**src/rtl/register_file_pkg.sv**
```systemverilog
// regfile_pkg: shared byte width and byte-merge helper for the register file.
// Word widths up to MAX_W are handled; callers extend operands and truncate the result.
package regfile_pkg;
    localparam int BYTE_W = 8;
    localparam int MAX_W  = 512;

    function automatic logic [MAX_W-1:0] merge_bytes(
        input logic [MAX_W-1:0]        old_w,
        input logic [MAX_W-1:0]        new_w,
        input logic [MAX_W/BYTE_W-1:0] strb
    );
        logic [MAX_W-1:0] m;
        for (int i = 0; i < MAX_W/BYTE_W; i++)
            m[i*BYTE_W +: BYTE_W] = strb[i] ? new_w[i*BYTE_W +: BYTE_W] : old_w[i*BYTE_W +: BYTE_W];
        return m;
    endfunction
endpackage

```
**src/rtl/register_file_reg_word.sv**
```systemverilog
// reg_word: one DATA_W-bit register with per-byte write enables and synchronous reset.
module reg_word
    import regfile_pkg::*;
#(
    parameter int DATA_W = 32
) (
    input  logic                     clk,
    input  logic                     rst,
    input  logic                     we_i,
    input  logic [DATA_W-1:0]        wdata_i,
    input  logic [DATA_W/BYTE_W-1:0] wstrb_i,
    output logic [DATA_W-1:0]        q_o
);
    logic [DATA_W-1:0] word_q, word_d;

    always_comb
        word_d = we_i ? DATA_W'(merge_bytes(MAX_W'(word_q), MAX_W'(wdata_i), (MAX_W/BYTE_W)'(wstrb_i)))
                      : word_q;

    always_ff @(posedge clk)
        word_q <= rst ? '0 : word_d;

    assign q_o = word_q;
endmodule

```
**src/rtl/register_file.sv**
```systemverilog
// register_file: DEPTH x DATA_W register bank, one byte-strobed write port, two read ports,
// optional hardwired-zero word 0, write-to-read bypass and registered read.
module register_file
    import regfile_pkg::*;
#(
    parameter  int DATA_W   = 32,
    parameter  int DEPTH    = 32,
    parameter  int ZERO_REG = 1,
    parameter  int BYPASS   = 1,
    parameter  int RD_REG   = 0,
    localparam int ADDR_W   = $clog2(DEPTH)
) (
    input  logic                     clk,
    input  logic                     rst,
    input  logic                     we,
    input  logic [ADDR_W-1:0]        waddr,
    input  logic [DATA_W-1:0]        wdata,
    input  logic [DATA_W/BYTE_W-1:0] wstrb,
    input  logic [ADDR_W-1:0]        raddr_a,
    output logic [DATA_W-1:0]        rdata_a,
    input  logic [ADDR_W-1:0]        raddr_b,
    output logic [DATA_W-1:0]        rdata_b
);
    localparam int NW = 2 ** ADDR_W;

    typedef logic [DATA_W-1:0] word_t;

    word_t         words [NW];
    logic [NW-1:0] live;
    word_t         merged, rd_a, rd_b;
    logic          hit_a, hit_b;

    // Unbacked slots (out of range, or hardwired zero) read as 0 and never take writes.
    for (genvar g = 0; g < NW; g++) begin : g_word
        if (g >= DEPTH || (ZERO_REG != 0 && g == 0)) begin : g_const
            assign words[g] = '0;
            assign live[g]  = 1'b0;
        end else begin : g_reg
            assign live[g] = 1'b1;
            reg_word #(.DATA_W(DATA_W)) u_word (
                .clk     (clk),
                .rst     (rst),
                .we_i    (we && waddr == ADDR_W'(g)),
                .wdata_i (wdata),
                .wstrb_i (wstrb),
                .q_o     (words[g])
            );
        end
    end

    always_comb begin
        merged = DATA_W'(merge_bytes(MAX_W'(words[waddr]), MAX_W'(wdata), (MAX_W/BYTE_W)'(wstrb)));
        hit_a  = BYPASS != 0 && we && live[waddr] && raddr_a == waddr;
        hit_b  = BYPASS != 0 && we && live[waddr] && raddr_b == waddr;
        rd_a   = hit_a ? merged : words[raddr_a];
        rd_b   = hit_b ? merged : words[raddr_b];
    end

    if (RD_REG != 0) begin : g_rd_reg
        word_t rdata_a_q, rdata_b_q;
        always_ff @(posedge clk) begin
            rdata_a_q <= rst ? '0 : rd_a;
            rdata_b_q <= rst ? '0 : rd_b;
        end
        assign rdata_a = rdata_a_q;
        assign rdata_b = rdata_b_q;
    end else begin : g_rd_comb
        assign rdata_a = rd_a;
        assign rdata_b = rd_b;
    end
endmodule

```
**config.mk**
```make
export PLATFORM = sky130hd
export DESIGN_NAME = register_file
export DESIGN_NICKNAME = d
export VERILOG_FILES = /design/src/rtl/register_file_pkg.sv /design/src/rtl/register_file_reg_word.sv /design/src/rtl/register_file.sv
export SDC_FILE = /design/constraint.sdc
export NUM_CORES = 2
export LEC_CHECK = 0
export CAP_MARGIN = 30
export CORE_MARGIN = 3
export CORE_UTILIZATION = 35
export DETAILED_ROUTE_END_ITERATION = 10
export PLACE_DENSITY = 0.55
export SETUP_SLACK_MARGIN = 0.5
export SLEW_MARGIN = 20
export SYNTH_ARGS = -nofsm -noshare
export SYNTH_HDL_FRONTEND = slang
export SYNTH_HIERARCHICAL = 1
export SYNTH_SLANG_ARGS = --single-unit
```
**constraint.sdc**
```tcl
create_clock -name clk -period 3.5 [get_ports clk]
set_input_delay 0.525 -clock clk [delete_from_list [all_inputs] [get_ports clk]]
set_output_delay 0.525 -clock clk [all_outputs]
set_load 0.02 [all_outputs]
```
==> images/cell_density.png <==
Drawn at 0.5 px/um. The die is cut into 23 by 23 equal tiles; dark purple is low, yellow is high, 0 to 100% covered.
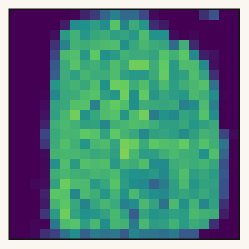
emptiest ninth of the die	north-west
nearly empty tiles	26%
mean over tiles	40%
fullest tile	81%
core footprint: 0.201 mm^2
initial core utilization: 35.4%
Finished Core Util: 43.2%

==> images/io_fan.png <==
Drawn at 1 px/um.
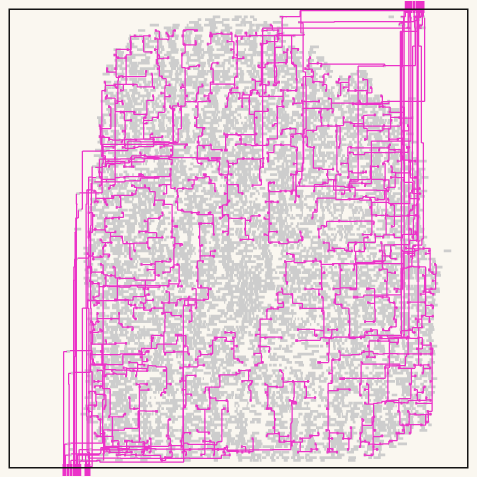
port	colour	direction	edge	end cells	buffers	wire
wdata	magenta	input	16 south, 16 north	1024	68	21.5 mm
# IOs: 118
I/O Buffers: 117

==> images/clocks.png <==
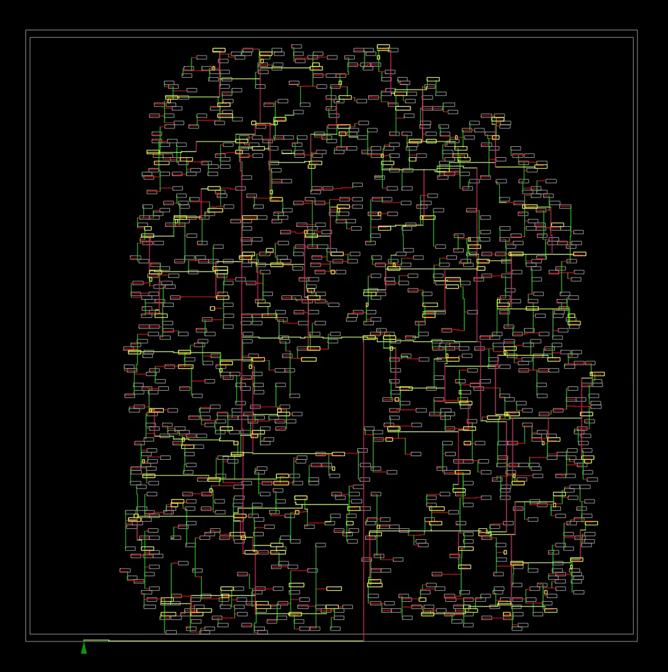
total CTS buffers: 113
Max Clock Skew: 0 ns
Insertion Delay late pin: 0.78 ns
Clock net power: 13600 uW
flip-flops: 992

==> flow_metrics.env <==
# physical design summary
export IMPL_yosys_cells=6975
export IMPL_synth_area_leader_cell="dfxtp_1"
export IMPL_fin_ws_ns=-0.406
export IMPL_cts_resized=780
export IMPL_ys_types=78
export IMPL_power_density_mw_per_mm2=345
export IMPL_ys_sh_simple_pct=9.96
export IMPL_clkTransAtPathRegs_ns=0.07
export IMPL_synthAoiAreaFrac_pct=28.1
export IMPL_use_met2_pct=44.6
export IMPL_diodes=7
export IMPL_rsz0062_at_grt="yes"
export IMPL_ant_nets=0
export IMPL_finalPower_uw=30000
export IMPL_nClkBuffers=150
export IMPL_ys_warnings_count=6
export IMPL_syn_cell_area_mm2=0.0712
export IMPL_mux_share_pct=24.3
export IMPL_rrSetupSlack_ns=2.52
export IMPL_p_comb_share_pct=16.7
export IMPL_wl_met3_um=31900
export IMPL_final_cell_mix="nand3_1, a21oi_1, dfxtp_1, a21bo_1, buf_4"
export IMPL_violations="setup timing"
export IMPL_min_path_type="in -> reg"
export IMPL_wl_per_cell_um=32.3
export IMPL_fin_nets=7357
export IMPL_wl_met2_um=142000
export IMPL_comb_area_mm2=0.0467
export IMPL_fin_cells=10061
export IMPL_comb_share_pct=53.7
export IMPL_cpPeakStageDelay_ns=0.96
export IMPL_async_reset_ff_share_pct=0
export IMPL_grtUsageTotal_pct=29.6
export IMPL_dieArea_mm2=0.209
export IMPL_top_cell_area_share_pct=27.9
export IMPL_switching_share_pct=28.8
export IMPL_comb_power_uw=5000
export IMPL_ctsHoldBuffers=0
export IMPL_drt_iter0_drc=8778
export IMPL_crit_fanout=4
export IMPL_met1_length_um=125000
export IMPL_min_to="g_word[18].g_reg.u_word/q_o[5]"
export IMPL_clk_path_buf_depth=3
export IMPL_die_h_um=457
export IMPL_common_cells="nand3_1, dfxtp_1, a21oi_1"
export IMPL_postCtsSetupBuffers=142
export IMPL_buf_share_pct=14.5
export IMPL_critPathLaunch="g_word[18].g_reg.u_word/q_o[28]"
export IMPL_r2r_start="g_word[12].g_reg.u_word/q_o[28]"
export IMPL_cp_top_family="AND-OR/OR-AND gates"
export IMPL_grt_overflow=0
export IMPL_multiInputCombCellCount=5097
export IMPL_crit_required_ns=2.97
export IMPL_clock_area_share_pct=4.76
export IMPL_wirelength_um=325000
export IMPL_place_gp_congestion=0.963
export IMPL_edf_count=0
export IMPL_viasPerCell=6.55
export IMPL_irDropWorstVdd_uv=405
export IMPL_fin_hold_ws_ns=0.102
export IMPL_cp_end_kind="output pin"
export IMPL_synth_nets=7029
export IMPL_p_int_uw=21400
export IMPL_maxCapViolCount=0
export IMPL_grt_pass1_wl_um=462000
export IMPL_lay_top_count="nand3_1"
export IMPL_drc_errors=0
export IMPL_start_kind="flop"
export IMPL_finalHoldViolations=0
export IMPL_dpl_hpwl_um=207000
export IMPL_min_delay_start="wstrb[0]"
export IMPL_xor_area_share_pct=0.123
export IMPL_fill_cells=18828
export IMPL_ys_top_logic_family="AND-OR/OR-AND gates"
export IMPL_syn_to_final_growth_pct=22.0
export IMPL_path_class="reg -> out"
export IMPL_die_w_um=457
export IMPL_yosys_area_mm2=0.0712
export IMPL_ctsHtreeMaxLevel=3
export IMPL_crit_buf_inv=2
export IMPL_tightest_slew_ns=1.10
export IMPL_status="complete, but fails checks"
export IMPL_dpl_cell_area_mm2=0.0768
export IMPL_p_leak_uw=0.0306
export IMPL_setup_viol_count_final=5
export IMPL_synth_flops=992
export IMPL_path_cells="mux4_2 -> a21o_1 -> a222oi_1 -> a31oi_1 -> buf_4 -> buf_12"
export IMPL_placed_cells=9607
export IMPL_top_layer_used="met5"
Power figures rest on the tool's default switching activity, not on a simulated workload.
